==> config.mk <==
export PLATFORM = sky130hd
export DESIGN_NAME = ram_arbiter
export DESIGN_NICKNAME = d
export VERILOG_FILES = /design/src/rtl/ram_arbiter.sv
export SDC_FILE = /design/constraint.sdc
export NUM_CORES = 1
export LEC_CHECK = 0
export CAP_MARGIN = 20
export CORE_ASPECT_RATIO = 0.9
export CORE_UTILIZATION = 41
export DETAILED_ROUTE_END_ITERATION = 12
export PLACE_DENSITY = 0.8
export SLEW_MARGIN = 20
export SYNTH_ARGS = -nofsm -noshare
export SYNTH_HDL_FRONTEND = slang
export SYNTH_SLANG_ARGS = --single-unit
==> constraint.sdc <==
create_clock -name CLK -period 1.81 [get_ports CLK]
set_input_delay 0.2715 -clock CLK [delete_from_list [all_inputs] [get_ports CLK]]
set_output_delay 0.2715 -clock CLK [all_outputs]
set_load 0.02 [all_outputs]
==> src/rtl/ram_arbiter.sv <==
// ram_arbiter: shares one single-port synchronous RAM between a CPU
// read/write port and a read-only video port. CPU has fixed priority,
// but video is forced a slot after STARVE_MAX consecutive denials.
// Read data returns, in issue order, to the port that issued the read.
//
// Ports:
//   CLK, RST                  clock, synchronous active-high reset
//   cpu_req/we/addr/wdata     CPU request (held until accepted)
//   cpu_gnt                   combinational grant; accept = req & gnt
//   cpu_rdata, cpu_rvalid     CPU read return (valid is a 1-cycle pulse)
//   vid_req/addr              video read request (held until accepted)
//   vid_gnt                   combinational grant
//   vid_rdata, vid_rvalid     video read return
//   ram_addr/wdata/we         registered RAM command
//   ram_rdata                 RAM data, valid the cycle after ram_addr is sampled
module ram_arbiter #(
  parameter int ADDR_W     = 16,
  parameter int DATA_W     = 16,
  parameter int STARVE_MAX = 4
) (
  input  logic              CLK,
  input  logic              RST,
  input  logic              cpu_req,
  input  logic              cpu_we,
  input  logic [ADDR_W-1:0] cpu_addr,
  input  logic [DATA_W-1:0] cpu_wdata,
  output logic              cpu_gnt,
  output logic [DATA_W-1:0] cpu_rdata,
  output logic              cpu_rvalid,
  input  logic              vid_req,
  input  logic [ADDR_W-1:0] vid_addr,
  output logic              vid_gnt,
  output logic [DATA_W-1:0] vid_rdata,
  output logic              vid_rvalid,
  output logic [ADDR_W-1:0] ram_addr,
  output logic [DATA_W-1:0] ram_wdata,
  output logic              ram_we,
  input  logic [DATA_W-1:0] ram_rdata
);

  localparam int CW = $clog2(STARVE_MAX + 1);

  logic [CW-1:0]     r_starve_cnt;
  logic [ADDR_W-1:0] r_ram_addr;
  logic [DATA_W-1:0] r_ram_wdata;
  logic              r_ram_we;
  logic [DATA_W-1:0] r_cpu_rdata;
  logic [DATA_W-1:0] r_vid_rdata;
  logic              r_cpu_rvalid;
  logic              r_vid_rvalid;
  // Return tags: stage 1 = command on the RAM pins,
  // stage 2 = RAM data available on ram_rdata.
  logic              r_t1_vld;
  logic              r_t1_vid;
  logic              r_t2_vld;
  logic              r_t2_vid;

  logic w_starve;
  logic w_cpu_gnt;
  logic w_vid_gnt;
  logic w_rd_acc;

  assign w_starve  = (r_starve_cnt == CW'(STARVE_MAX));
  assign w_cpu_gnt = cpu_req & ~(w_starve & vid_req);
  assign w_vid_gnt = vid_req & ~w_cpu_gnt;
  assign w_rd_acc  = (w_cpu_gnt & ~cpu_we) | w_vid_gnt;

  assign cpu_gnt    = w_cpu_gnt;
  assign vid_gnt    = w_vid_gnt;
  assign ram_addr   = r_ram_addr;
  assign ram_wdata  = r_ram_wdata;
  assign ram_we     = r_ram_we;
  assign cpu_rdata  = r_cpu_rdata;
  assign vid_rdata  = r_vid_rdata;
  assign cpu_rvalid = r_cpu_rvalid;
  assign vid_rvalid = r_vid_rvalid;

  always_ff @(posedge CLK) begin
    if (RST) begin
      r_starve_cnt <= '0;
      r_ram_addr   <= '0;
      r_ram_wdata  <= '0;
      r_ram_we     <= 1'b0;
      r_cpu_rdata  <= '0;
      r_vid_rdata  <= '0;
      r_cpu_rvalid <= 1'b0;
      r_vid_rvalid <= 1'b0;
      r_t1_vld     <= 1'b0;
      r_t1_vid     <= 1'b0;
      r_t2_vld     <= 1'b0;
      r_t2_vid     <= 1'b0;
    end else begin
      // Count consecutive denied video cycles; any
      // video accept or idle video cycle restarts it.
      if (vid_req & ~w_vid_gnt) begin
        if (!w_starve)
          r_starve_cnt <= r_starve_cnt + 1'b1;
      end else begin
        r_starve_cnt <= '0;
      end

      r_ram_we <= 1'b0;
      if (w_cpu_gnt) begin
        r_ram_addr  <= cpu_addr;
        r_ram_wdata <= cpu_wdata;
        r_ram_we    <= cpu_we;
      end else if (w_vid_gnt) begin
        r_ram_addr  <= vid_addr;
      end

      r_t1_vld <= w_rd_acc;
      r_t1_vid <= w_vid_gnt;
      r_t2_vld <= r_t1_vld;
      r_t2_vid <= r_t1_vid;

      r_cpu_rvalid <= r_t2_vld & ~r_t2_vid;
      r_vid_rvalid <= r_t2_vld &  r_t2_vid;
      if (r_t2_vld & ~r_t2_vid)
        r_cpu_rdata <= ram_rdata;
      if (r_t2_vld & r_t2_vid)
        r_vid_rdata <= ram_rdata;
    end
  end

endmodule

Figure 1. M3 wires.
Drawn at 4 px/um.
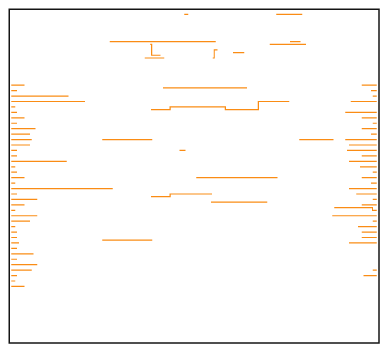
share of all routed wire	6.1%
wire length on this layer	487 um
longest straight run	26.2 um
main direction	horizontal
met3 Usage GRT: 5.95%
DRT Wirelength: 7930 um
Vias: 2789

Figure 2. Placement view.
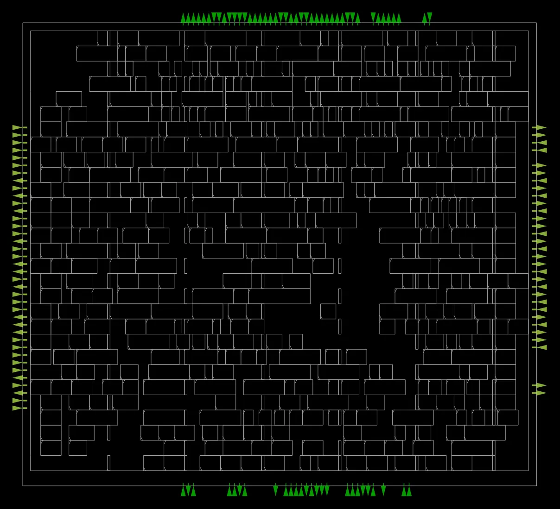
# Taps: 93
sequential cell count: 74

Figure 3. M2 wires.
Drawn at 3 px/um. Cells faint in the background.
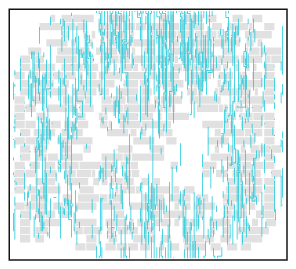
wire length on this layer	3750 um
nets with wire on the layer	442
main direction	vertical

==> results.yml <==
# physical design summary
grt:
  grt_max_degree: 41
  grt_pass1_vias: 2542
  antenna_found_initial: 0
  grt_first_pass_wirelength_um: 12500
  overflow: 0
pwr:
  p_int_w: 0.00285
  total_power_w: 0.00375
  p_switching_w: 0.000903
  p_sw_share_pct: 24.1
  pwr-share-seq_pct: 46.2
finish:
  buffer_area_share_pct: 31.8
  nFillCells: 606
  layoutNonFillerInstCount: 553
  stdcell_area_um2: 4680
  layout.nets: 526
  seq_area_share_pct: 31.6
  largest_cell_class: "non-clock buffers"
  nClkBuffers: 11
  n_all_inverters: 2
  num_antenna_cells: 0
  logic_gates: 217
  clkCellAreaFrac_pct: 4.68
min_path:
  hold_path.class: "input port to flip-flop"
  min-delay-start: "RST"
worst_setup_path:
  cp-startpoint: "r_starve_cnt[0]"
  cp_data_required_time_ns: 1.54
  cp_num_buf_inv: 3
  startpoint_type: "flip-flop"
  cp_slowest_cell: "dfxtp_1"
  r2r-start: "r_starve_cnt[0]"
  path_max_fanout: 3
  critPathKind: "flip-flop to primary output"
placement:
  dpl_cell_area_um2: 4460
sta:
  relSlewSlack_pct: 59.4
  worst_pin_slew_ns: 0.610
  min_period_ns: 1.72
  hold_slack_ns: 0.360
  setup_violations: 0
  skew_ns: 0.00466
  finalHoldViolCount: 0
job:
  max_cap_viol_count: 0
drt:
  vias_per_cell: 5.04
  drt_pre_antenna_iters: 4
  drc: 0
  wl_per_cell_um: 14.3
clock_network:
  cts_tree: "yes"
  clock_latency_ns: 0.34
  cts_buffer_depth: 2
  clkTransAtPathRegs_ns: 0.08
  cts_inserted_buffers: 9
  numClockSinks: 74
yosys:
  synth_seq_share_pct: 49.5
  ys_ff: 74
  ys_cells: 324
  top_area_share_pct: 49.5
  syn_area_per_cell_um2: 9.24
  topCellsByArea: "dfxtp_1, nand4b_1, nand2_1, mux2i_1, a21oi_1"
  syn_area_um2: 2990
outcome:
  status: "complete, no violations"
floorplan:
  fp_util_pct: 42.5
Figure 4. Metal 1.
Drawn at 4 px/um. Supply wires on this layer in grey.
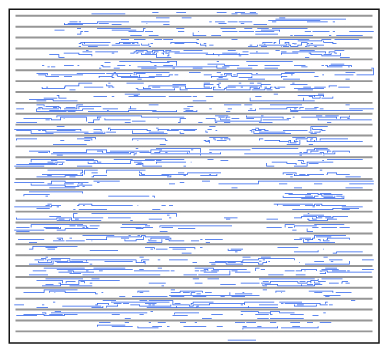
nets with wire on the layer	454
main direction	horizontal

Figure 5. Pin map.
Drawn at 4 px/um. Pins as bars across the die edge, other pins in grey.
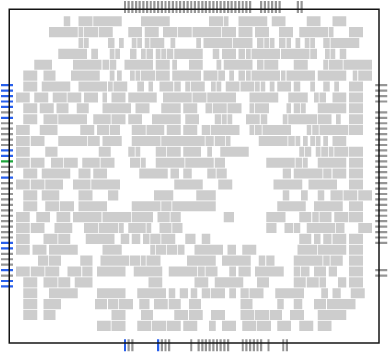
colour	port	pins	direction	edge
green	cpu_we	1	input	west
blue	cpu_addr	16	input	14 west, 2 south
IO buf count: 137
Die Width: 92.1 um
chip height: 83.1 um

==> layer usage <==
metal / vias up / routed length [um] / share of wire [%] / global-route usage, %
met5: - / 0 / 0 / 0
met3: 10 / 487 / 6.1 / 5.95
met1: 1304 / 3570 / 45 / 26.7
li1: 1376 / - / - / -
met2: 99 / 3750 / 47 / 33.3
met4: 0 / 121 / 1.5 / 7.10
==> power by group through the flow <==
stage / Sequential [W] / Combinational [W] / Clock [W]
global placement: 0.00177 / 0.000602 / 0
global route: 0.00174 / 0.000647 / 0.00152
detailed placement: 0.00177 / 0.000612 / 0
floorplan: 0.00185 / 0.000197 / 0
CTS: 0.00173 / 0.000614 / 0.00145
finish: 0.00173 / 0.000609 / 0.00141
==> per-stage QoR <==
step                      util [%]  setup slack [ns]
after detailed placement      63.4            -0.305
after CTS                     66.4            0.0142
final                         66.5            0.0876
after floorplan                  -             0.255
after global routing          66.5            0.0181
after global placement        63.4            -0.282
==> cell usage after synthesis <==
cell      count
dfxtp_1      74
nand2_1      65
a21oi_1      33
nand4b_1     32
clkbuf_1     20
mux2i_1      17
nand2b_1     17
o21ai_1      16
o31ai_2      12
buf_2         6
nor2_1        6
and2_1        4
nor2b_1       4
o31ai_1       4
buf_1         2
buf_6         2
ha_1          2
inv_1         2
a211oi_1      1
buf_4         1
nand3_1       1
nand3_2       1
nand3b_1      1
nor3b_1       1
==> final timing paths <==
path                   end  slack [ns]  cells after the start
min          vid_rdata[10]        0.36                      2
min reg2reg       r_t2_vid        0.44                      1
max                cpu_gnt        0.09                      6
max reg2reg   ram_addr[15]        0.34                      7
==> kinds of logic after synthesis <==
group           after synthesis  synth area share (%)
flops                        74                  49.5
buf+inv                      33                  5.02
simple gates                132                  24.5
compound gates               66                  14.5
fa+ha+maj                     2                 0.836
mux                          17                  5.69
==> flip-flops by register name (all words and copies together), names as in the netlist <==
name	flops
vid_rvalid	1
cpu_rvalid	1
r_t2_vid	1
ram_we	1
ram_wdata	16
r_starve_cnt	3
ram_addr	16
cpu_rdata	16
r_t2_vld	1
vid_rdata	16
r_t1_vld	1
r_t1_vid	1
==> what timing repair did <==
action                                  in CTS  in global routing
resized                                      9                  3
hold endpoints to repair                     0                  0
endpoints found under the setup margin       2                  2
==> placed cells by master (no fill, tap or decap), drive strengths merged <==
cell type	Yosys	layout
nand3b	1	1
nand4b	32	32
nand2b	17	17
nand3	2	2
clkinv	0	2
clkbuf	20	11
a21oi	33	33
clkdlybuf4s50	0	134
mux2i	17	17
clkinvlp	0	1
o31ai	16	16
and2	4	4
ha	2	2
dfxtp	74	74
nor3b	1	1
o21ai	16	16
nor2	6	6
inv	2	2
nor2b	4	4
bufinv	0	2
a211oi	1	1
buf	11	17
nand2	65	65
==> worst reg2reg max path: cells and delay by family, from the launching register on <==
kind,cells,cell delay [ns]
buf+inv,3,0.39
flops,1,0.32
simple gates,2,0.25
compound gates,1,0.23
fa+ha+maj,1,0.19
No activity file was given, so power comes from the tool's default toggle rates.
